<file path="src/rtl/data_cache_wb.sv">
// data_cache_wb: direct-mapped, write-back, write-allocate L1 data cache with 128-bit block refills.
// Optional macro DCACHE_PERF_CNT_EN adds hit_count/miss_count/wb_count event counters.
module data_cache_wb #(
   parameter int unsigned NUM_LINES   = 8,
   parameter int unsigned BLOCK_WORDS = 4
) (
   input  logic                      CLK,
   input  logic                      RESET,
   input  logic                      read,
   input  logic                      write,
   input  logic [31:0]               address,
   input  logic [31:0]               writedata,
   output logic [31:0]               readdata,
   output logic                      busywait,
   output logic                      mem_Read,
   output logic                      mem_Write,
   output logic [27:0]               mem_Address,
   output logic [BLOCK_WORDS*32-1:0] mem_Writedata,
   input  logic [BLOCK_WORDS*32-1:0] mem_Readdata,
   input  logic                      mem_BusyWait
`ifdef DCACHE_PERF_CNT_EN
   ,
   output logic [31:0]               hit_count,
   output logic [31:0]               miss_count,
   output logic [31:0]               wb_count
`endif
);

   localparam int unsigned INDEX_W = $clog2(NUM_LINES);
   localparam int unsigned TAG_W   = 28 - INDEX_W;
   localparam int unsigned LINE_W  = BLOCK_WORDS * 32;

   typedef enum logic [1:0] {StIdle, StWriteback, StMemRead, StUpdate} state_e;

   state_e              r_state;
   state_e              w_state_next;
   logic                r_valid [NUM_LINES];
   logic                r_dirty [NUM_LINES];
   logic [TAG_W-1:0]    r_tag   [NUM_LINES];
   logic [LINE_W-1:0]   r_data  [NUM_LINES];
   logic [27:0]         r_miss_blk;
   logic [LINE_W-1:0]   r_fill;

   logic [INDEX_W-1:0]  w_index;
   logic [TAG_W-1:0]    w_tag;
   logic [1:0]          w_offset;
   logic                w_req;
   logic                w_hit;
   logic [INDEX_W-1:0]  w_miss_idx;
   logic [TAG_W-1:0]    w_miss_tag;
   logic                w_unused;

   assign w_index    = address[4 +: INDEX_W];
   assign w_tag      = address[31 -: TAG_W];
   assign w_offset   = address[3:2];
   assign w_req      = read | write;
   assign w_hit      = r_valid[w_index] && (r_tag[w_index] == w_tag);
   assign w_miss_idx = r_miss_blk[INDEX_W-1:0];
   assign w_miss_tag = r_miss_blk[27 -: TAG_W];
   assign w_unused   = ^address[1:0];

   always_comb begin
      w_state_next  = r_state;
      busywait      = 1'b0;
      mem_Read      = 1'b0;
      mem_Write     = 1'b0;
      mem_Address   = '0;
      mem_Writedata = '0;
      readdata      = r_data[w_index][{w_offset, 5'd0} +: 32];
      unique case (r_state)
         StIdle: begin
            if (w_req && !w_hit) begin
               busywait     = 1'b1;
               w_state_next = (r_valid[w_index] && r_dirty[w_index]) ? StWriteback : StMemRead;
            end
         end
         StWriteback: begin
            busywait      = 1'b1;
            mem_Write     = 1'b1;
            mem_Address   = {r_tag[w_miss_idx], w_miss_idx};
            mem_Writedata = r_data[w_miss_idx];
            if (!mem_BusyWait) w_state_next = StMemRead;
         end
         StMemRead: begin
            busywait    = 1'b1;
            mem_Read    = 1'b1;
            mem_Address = r_miss_blk;
            if (!mem_BusyWait) w_state_next = StUpdate;
         end
         StUpdate: begin
            busywait     = 1'b1;
            w_state_next = StIdle;
         end
         default: w_state_next = StIdle;
      endcase
   end

   // Miss block address is latched so a request dropped mid-miss cannot corrupt the refill.
   always_ff @(posedge CLK) begin
      if (RESET) begin
         r_state    <= StIdle;
         r_miss_blk <= '0;
         for (int i = 0; i < NUM_LINES; i++) begin
            r_valid[i] <= 1'b0;
            r_dirty[i] <= 1'b0;
         end
      end else begin
         r_state <= w_state_next;
         if (r_state == StIdle && w_req) begin
            if (!w_hit) r_miss_blk <= address[31:4];
            else if (write) r_dirty[w_index] <= 1'b1;
         end
         if (r_state == StUpdate) begin
            r_valid[w_miss_idx] <= 1'b1;
            r_dirty[w_miss_idx] <= 1'b0;
         end
      end
   end

   // Data and tag arrays are not cleared by reset; valid bits alone guard them.
   always_ff @(posedge CLK) begin
      if (!RESET) begin
         if (r_state == StIdle && w_req && w_hit && write) begin
            r_data[w_index][{w_offset, 5'd0} +: 32] <= writedata;
         end
         if (r_state == StMemRead && !mem_BusyWait) r_fill <= mem_Readdata;
         if (r_state == StUpdate) begin
            r_data[w_miss_idx] <= r_fill;
            r_tag[w_miss_idx]  <= w_miss_tag;
         end
      end
   end

`ifdef DCACHE_PERF_CNT_EN
   logic [31:0] r_hit_cnt;
   logic [31:0] r_miss_cnt;
   logic [31:0] r_wb_cnt;
   logic        r_post_fill;

   // The hit that completes a refilled request was already counted as a miss.
   always_ff @(posedge CLK) begin
      if (RESET) begin
         r_hit_cnt   <= '0;
         r_miss_cnt  <= '0;
         r_wb_cnt    <= '0;
         r_post_fill <= 1'b0;
      end else begin
         r_post_fill <= (r_state == StUpdate);
         if (r_state == StIdle && w_req) begin
            if (!w_hit) r_miss_cnt <= r_miss_cnt + 32'd1;
            else if (!r_post_fill) r_hit_cnt <= r_hit_cnt + 32'd1;
         end
         if (r_state == StIdle && w_state_next == StWriteback) r_wb_cnt <= r_wb_cnt + 32'd1;
      end
   end

   assign hit_count  = r_hit_cnt;
   assign miss_count = r_miss_cnt;
   assign wb_count   = r_wb_cnt;
`endif

endmodule
</file>
<file path="config.mk">
export PLATFORM = sky130hd
export DESIGN_NAME = data_cache_wb
export DESIGN_NICKNAME = d
export VERILOG_FILES = /design/src/rtl/data_cache_wb.sv
export SDC_FILE = /design/constraint.sdc
export NUM_CORES = 2
export LEC_CHECK = 0
export CORE_MARGIN = 2
export CORE_UTILIZATION = 55
export DETAILED_ROUTE_END_ITERATION = 8
export GPL_TIMING_DRIVEN = 0
export PLACE_DENSITY = 0.73
export RECOVER_POWER = 25
export SYNTH_ARGS = -nofsm -noshare
export SYNTH_HDL_FRONTEND = slang
export SYNTH_SLANG_ARGS = --single-unit
</file>
<file path="constraint.sdc">
create_clock -name CLK -period 18.7 [get_ports CLK]
set_input_delay 3.74 -clock CLK [delete_from_list [all_inputs] [get_ports CLK]]
set_output_delay 3.74 -clock CLK [all_outputs]
set_load 0.02 [all_outputs]
</file>
layer_met4.png
Scale: 1 px per um. Cells faint in the background.
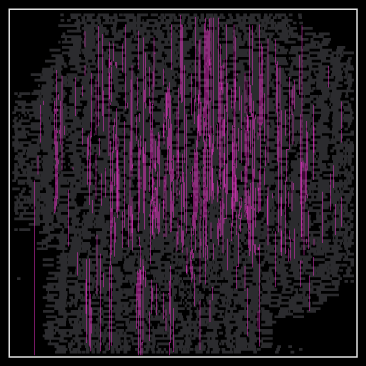
The longest straight run is 215 um. 285 nets have wire on it. The layer carries 17200 um of wire.
final WL: 242000 um
total via count after detailed routing: 42100

congestion.png
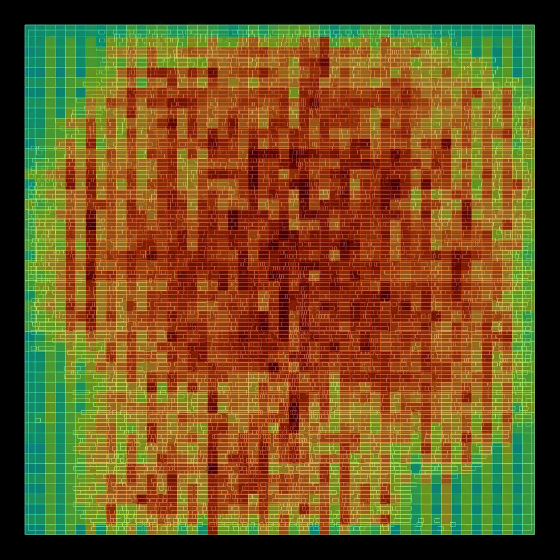
post-route core utilization: 0.660
fraction of met2 tracks used by global routing: 0.567
busiest layer in global routing: met2
global routing usage summed across all routing layers: 0.403

==> results.txt <==
Implementation run completed; key figures follow.

Synthesis:
- For reference, the top logic cell family by area is multiplexers.
- The run gives the area share of xor/xnor cells in the synthesized design as 0.00245.
- Ranked by total cell area, the synthesized netlist is headed by edfxtp_1 (63%), mux4_2 (23%), mux2i_1 (3.1%).
- The run puts the count of distinct cell types in the synthesized netlist at approximately 50.
- The run puts the aoi/oai-family share of the synthesized area at 0.0270.
- The run puts the post-synthesis simple-gate area fraction at 0.0365.
- The run puts the synthesized area divided by synthesized cell count at approximately 20 um2.
- Of the synthesized area, sequential elements account for 0.647.
- Summing all multiplexer cells gives an area fraction of 0.269.
- Before any placement, the netlist area is recorded as around 64000 um2.
- The run gives the synthesized-area fraction occupied by adder cells as 0.00175.
- The run puts the async set or reset register ratio after synthesis at 0.
- The share of synthesized area in the top cell type comes to 0.634.

Layout:
- The run puts the multi-input gate share of total cell area at 0.284.
- The run puts the count of non-CTS inverters in the layout at 15.
- The library cell used most frequently in the layout, excluding fill and tap cells, is edfxtp_1.
- The run puts the final standard cell area without fillers at about 77000 um2.
- The run gives the number of clock buffers in the layout as around 190.
- The run gives the final cell count without fillers as about 5600.

Hold path:
- The run gives the number of cells traversed by the worst hold path as 2.
- The run gives the path class of the lowest-slack min-delay path as reg2reg.
- Looking at the hold checks, the worst path lands on r_valid[4]$_DFF_P_.

Floorplan:
- The run puts the area enclosed by the die boundary at about 120000 um2.
- The run gives the initial standard-cell utilization of the core as 0.554.
- The run gives the count of pins on the block boundary as around 390.
- The total area inside the core boundary comes to 116000 um2.
- The run puts the count of inserted tapcells at 1524.

Drt:
- For this sky-water flow run, the detailed-routed wirelength per cell is reported as approximately 43 um.
- The run puts the final routed DRC violation total at 0.
- The run puts the number of nets still failing antenna checks after routing at 0.

Job:
- The run gives the OpenROAD warning count as 36.
- The run gives the number of violations of the max-capacitance limit as 23.

Power and ir drop:
- The analysis reports a worst IR drop on VDD of between 150 and 200 uV.

Clocking:
- The run gives the CTS buffer count as 147.
- The run gives the CTS clock-pin slew for the worst setup and hold paths as 0.06 ns.

Placement:
- The run gives the placer's final routability congestion estimate as 0.938.
- The count of buffers added on input and output ports is about 380.

Timing:
- Setup repair after global routing left no endpoint under its margin.
- The run puts the setup skew after layout at between 0.02 and 0.03 ns.
- The run gives the remaining max-slew budget at the tightest pin as -0.248.
- The run gives the final-report max-slew violation count as about 280.
- The run gives the total count of hold-check failures in the final report as 0.
- The run puts the worst hold margin at approximately 0.47 ns.

Setup path:
- The slowest stage of the critical path is the buf_1 cell.
- Data on the critical path is required at its endpoint by ~15 ns.
- The run gives the endpoint of the worst-slack reg-to-reg timing path as r_fill[64]$_DFFE_PP_.
- In this run the worst setup path terminates at readdata[12].
- The run gives the number of cells on the worst reg-to-reg path as 13.
- STA lists the startpoint of the worst register-to-register path as r_state[0]$_SDFFE_PP0P_.
- The run gives the category of cells accounting for the largest share of critical-path delay as buffers and inverters.

GRT:
- The run puts the first-pass GRT wire length at 324000 um.

Status:
- The run finished, with violations left.
- The checks that failed: capacitance limit, slew limit.
-- worst reg2reg max path, delay by kind of cell (launching register included) --
kind,cells,cell delay (ns)
buffers and inverters,11,5.85
and+or+nand+nor,1,1.43
DFF,1,0.34
adders and majority gates,1,0.24
-- state kept, by name (all words and copies together) (netlist names), named ones only --
register	count
r_valid	8
r_data	1024
r_tag	200
r_state	2
r_dirty	8
r_miss_blk	28
r_fill	128
-- layer usage --
layer  vias up  track usage  part of all wire
li1      15200            -                 -
met1     21400        0.511              0.32
met2      4527        0.567              0.42
met3       931        0.202              0.18
met4        20        0.222             0.071
met5         -      0.00720            0.0012
-- where the power goes --
group          switching (mW)  leakage (nW)  internal [mW]
Combinational            1.28          9.45          0.778
Sequential             0.0670          12.9           3.56
Clock                    1.24          2.21           1.57
Power figures rest on the tool's default switching activity, not on a simulated workload.
